[src/rtl/mips_id_ex_stage.sv]
// mips_id_ex_stage: ID/EX register (ALU control decode, immediate extend, write-back bypass, stall/flush); drives ALU ctl/A/B plus store data, dest, reg_write, illegal
module mips_id_ex_stage #(
  parameter int WIDTH = 32,
  parameter int CTL_W = 4
) (
  input  logic             clk,
  input  logic             rst_n,
  input  logic             in_valid,
  input  logic             stall,
  input  logic             flush,
  input  logic [1:0]       alu_op,
  input  logic [5:0]       opcode,
  input  logic [15:0]      imm16,
  input  logic [4:0]       rs_addr,
  input  logic [4:0]       rt_addr,
  input  logic [4:0]       rd_addr,
  input  logic [WIDTH-1:0] rs_data,
  input  logic [WIDTH-1:0] rt_data,
  input  logic             reg_dst,
  input  logic             alu_src,
  input  logic             reg_write,
  input  logic             wb_we,
  input  logic [4:0]       wb_addr,
  input  logic [WIDTH-1:0] wb_data,
  output logic             ex_valid,
  output logic [CTL_W-1:0] ex_alu_ctl,
  output logic [WIDTH-1:0] ex_a,
  output logic [WIDTH-1:0] ex_b,
  output logic [WIDTH-1:0] ex_store_data,
  output logic [4:0]       ex_dest,
  output logic             ex_reg_write,
  output logic             ex_illegal
);
  localparam logic [CTL_W-1:0] C_ADD = CTL_W'(4'b0010);
  localparam logic [CTL_W-1:0] C_SUB = CTL_W'(4'b0110);
  localparam logic [CTL_W-1:0] C_AND = CTL_W'(4'b0000);
  localparam logic [CTL_W-1:0] C_OR  = CTL_W'(4'b0001);
  localparam logic [CTL_W-1:0] C_SLT = CTL_W'(4'b0111);
  localparam logic [CTL_W-1:0] C_NOR = CTL_W'(4'b1100);
  logic [CTL_W-1:0] ctl;
  logic             illegal, load, ctrl_upd;
  logic [WIDTH-1:0] op_a, op_b, ext_imm;
  logic             valid_q, valid_d, reg_write_q, reg_write_d, illegal_q, illegal_d;
  logic [CTL_W-1:0] alu_ctl_q, alu_ctl_d;
  logic [WIDTH-1:0] a_q, a_d, b_q, b_d, store_q, store_d;
  logic [4:0]       dest_q, dest_d;
  always_comb begin
    op_a = (wb_we && wb_addr == rs_addr && rs_addr != 5'd0) ? wb_data : rs_data;
    op_b = (wb_we && wb_addr == rt_addr && rt_addr != 5'd0) ? wb_data : rt_data;
    ext_imm = (opcode == 6'b001100 || opcode == 6'b001101) ? {{(WIDTH-16){1'b0}}, imm16}
                                                           : {{(WIDTH-16){imm16[15]}}, imm16};
    ctl = C_ADD;
    illegal = 1'b0;
    case (alu_op)
      2'b00: ctl = C_ADD;
      2'b01: ctl = C_SUB;
      2'b10:
        case (imm16[5:0])
          6'b100000: ctl = C_ADD;
          6'b100010: ctl = C_SUB;
          6'b100100: ctl = C_AND;
          6'b100101: ctl = C_OR;
          6'b101010: ctl = C_SLT;
          6'b100111: ctl = C_NOR;
          default:   illegal = 1'b1;
        endcase
      default:
        case (opcode)
          6'b001000: ctl = C_ADD;
          6'b001100: ctl = C_AND;
          6'b001101: ctl = C_OR;
          6'b001010: ctl = C_SLT;
          default:   illegal = 1'b1;
        endcase
    endcase
    // flush beats stall; a bubble (flush or in_valid=0) clears only the control bits
    load = in_valid && !stall && !flush;
    ctrl_upd = flush || !stall;
    valid_d = ctrl_upd ? load : valid_q;
    illegal_d = ctrl_upd ? (load && illegal) : illegal_q;
    reg_write_d = ctrl_upd ? (load && reg_write && !illegal) : reg_write_q;
    alu_ctl_d = load ? ctl : alu_ctl_q;
    a_d = load ? op_a : a_q;
    b_d = load ? (alu_src ? ext_imm : op_b) : b_q;
    store_d = load ? op_b : store_q;
    dest_d = load ? (reg_dst ? rd_addr : rt_addr) : dest_q;
  end
  always_ff @(posedge clk or negedge rst_n) begin
    if (!rst_n) begin
      valid_q <= 1'b0;
      illegal_q <= 1'b0;
      reg_write_q <= 1'b0;
      alu_ctl_q <= '0;
      a_q <= '0;
      b_q <= '0;
      store_q <= '0;
      dest_q <= '0;
    end else begin
      valid_q <= valid_d;
      illegal_q <= illegal_d;
      reg_write_q <= reg_write_d;
      alu_ctl_q <= alu_ctl_d;
      a_q <= a_d;
      b_q <= b_d;
      store_q <= store_d;
      dest_q <= dest_d;
    end
  end
  assign ex_valid = valid_q;
  assign ex_alu_ctl = alu_ctl_q;
  assign ex_a = a_q;
  assign ex_b = b_q;
  assign ex_store_data = store_q;
  assign ex_dest = dest_q;
  assign ex_reg_write = reg_write_q;
  assign ex_illegal = illegal_q;
endmodule

[config.mk]
export PLATFORM = sky130hd
export DESIGN_NAME = mips_id_ex_stage
export DESIGN_NICKNAME = d
export VERILOG_FILES = /design/src/rtl/mips_id_ex_stage.sv
export SDC_FILE = /design/constraint.sdc
export NUM_CORES = 1
export LEC_CHECK = 0
export CORE_ASPECT_RATIO = 1.25
export CORE_MARGIN = 2
export CORE_UTILIZATION = 29
export CTS_CLUSTER_SIZE = 25
export DETAILED_ROUTE_END_ITERATION = 8
export PLACE_DENSITY = 0.63
export SLEW_MARGIN = 10
export SYNTH_ARGS = -nofsm -noshare
export SYNTH_HDL_FRONTEND = slang
export SYNTH_SLANG_ARGS = --single-unit
[constraint.sdc]
create_clock -name clk -period 1.1 [get_ports clk]
set_clock_uncertainty 0.2 [all_clocks]
set_input_delay 0.22 -clock clk [delete_from_list [all_inputs] [get_ports clk]]
set_output_delay 0.22 -clock clk [all_outputs]
set_load 0.02 [all_outputs]
### M4 wires

Scale bar: 50 um.
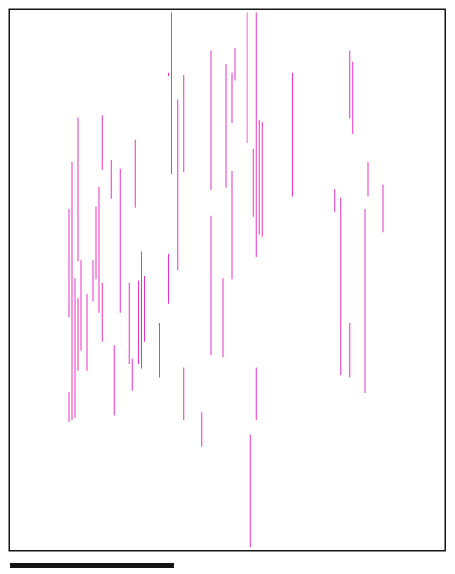
- share of all routed wire: 4.3%
- main direction: vertical
- wire length on this layer: 1470 um
- nets with wire on the layer: 44
- longest straight run: 78.2 um

### Congestion heat map

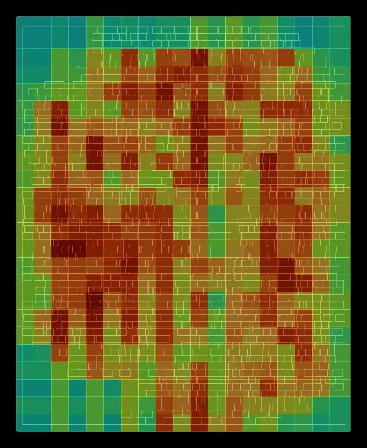
WL/cell: 24.7 um
met1 Use GR: 33.7%

==> results_slide.txt <==
Synthesis and Place & Route Summary

Yosys
  – Yosys aoi share: 28.2%
  – Cell type with the largest total area: dfrtp_1
  – Top cells by area: dfrtp_1, a31oi_1, o31ai_1
  – Asr flop ratio synth: 100%
  – Yosys Chip Area: 0.00597 mm2
  – Yosys top cell by instances: dfrtp_1

Pwr
  – VDD IR-drop max: 0.788 mV
  – Sequential power: 5.21 mW
  – Proportion of power drawn by combinational gates: 48.6%
  – Sw frac: 36.7%
  – Psw: 6.10 mW
  – Clock share of power: 20.1%

Outcome
  – Failing checks: negative hold slack, negative setup slack
  – Outcome: finished, violations left

Worst setup path
  – Critical-path maximum fanout: 6
  – CP Depth: 7
  – Worst Setup SP: wb_addr[4]
  – Critical Path Source Type: input pin
  – Worst path bufs/invs: 3
  – Arrival time worst endpoint: 1.57 ns

Finish
  – Final clock-cell share: 2.02%
  – Non-clk bufs: 520
  – Dominant kind of cell: non-clock buffers
  – Signal buf overhead: 43.6%

Timing
  – Post-route minimum period: 1.54 ns
  – Slew Limit Fails: 0
  – Final setup fails: 215
  – Worst hold slack: -0.00877 ns
  – RSZ-0062 raised after global routing: true
  – Worst setup margin: -0.436 ns
  – Hold Fails Final Rpt: 3

Job
  – Max-Cap Viols: 0

Place
  – I/O Buffers: 256
  – Placed Area: 0.00960 mm2

Clock tree
  – Clock tree buffer depth: 2

Detailed routing
  – DRC Markers: 0

GRT
  – Pin count of the biggest net entering global routing: 42
  – First-pass GRT wire length: 47.8 mm

Die
  – Pre-Place Util: 29.6%
-- cell usage in the layout (no fill, tap or decap), types with 4 or more instances in the layout --
cell type and count:
nand2_1 25, mux2i_1 6, buf_6 156, clkbuf_2 6, clkdlybuf4s50_1 113, nand3b_1 14
nand4_1 64, o21ai_0 5, a21oi_1 25, buf_16 26, dfrtp_1 108, o211ai_1 17
nor2_4 11, dlygate4sd3_1 4, dlygate4sd2_1 5, a31oi_1 67, buf_2 7, xnor2_4 5
nor2_2 15, o311ai_4 16, clkbuf_16 19, o31ai_4 49, buf_12 49, a31oi_4 12
nand2_2 5, buf_4 128, a21oi_2 13, nor2_1 43, o31ai_2 15, buf_8 12
o21ai_1 15
No activity file was given, so power comes from the tool's default toggle rates.
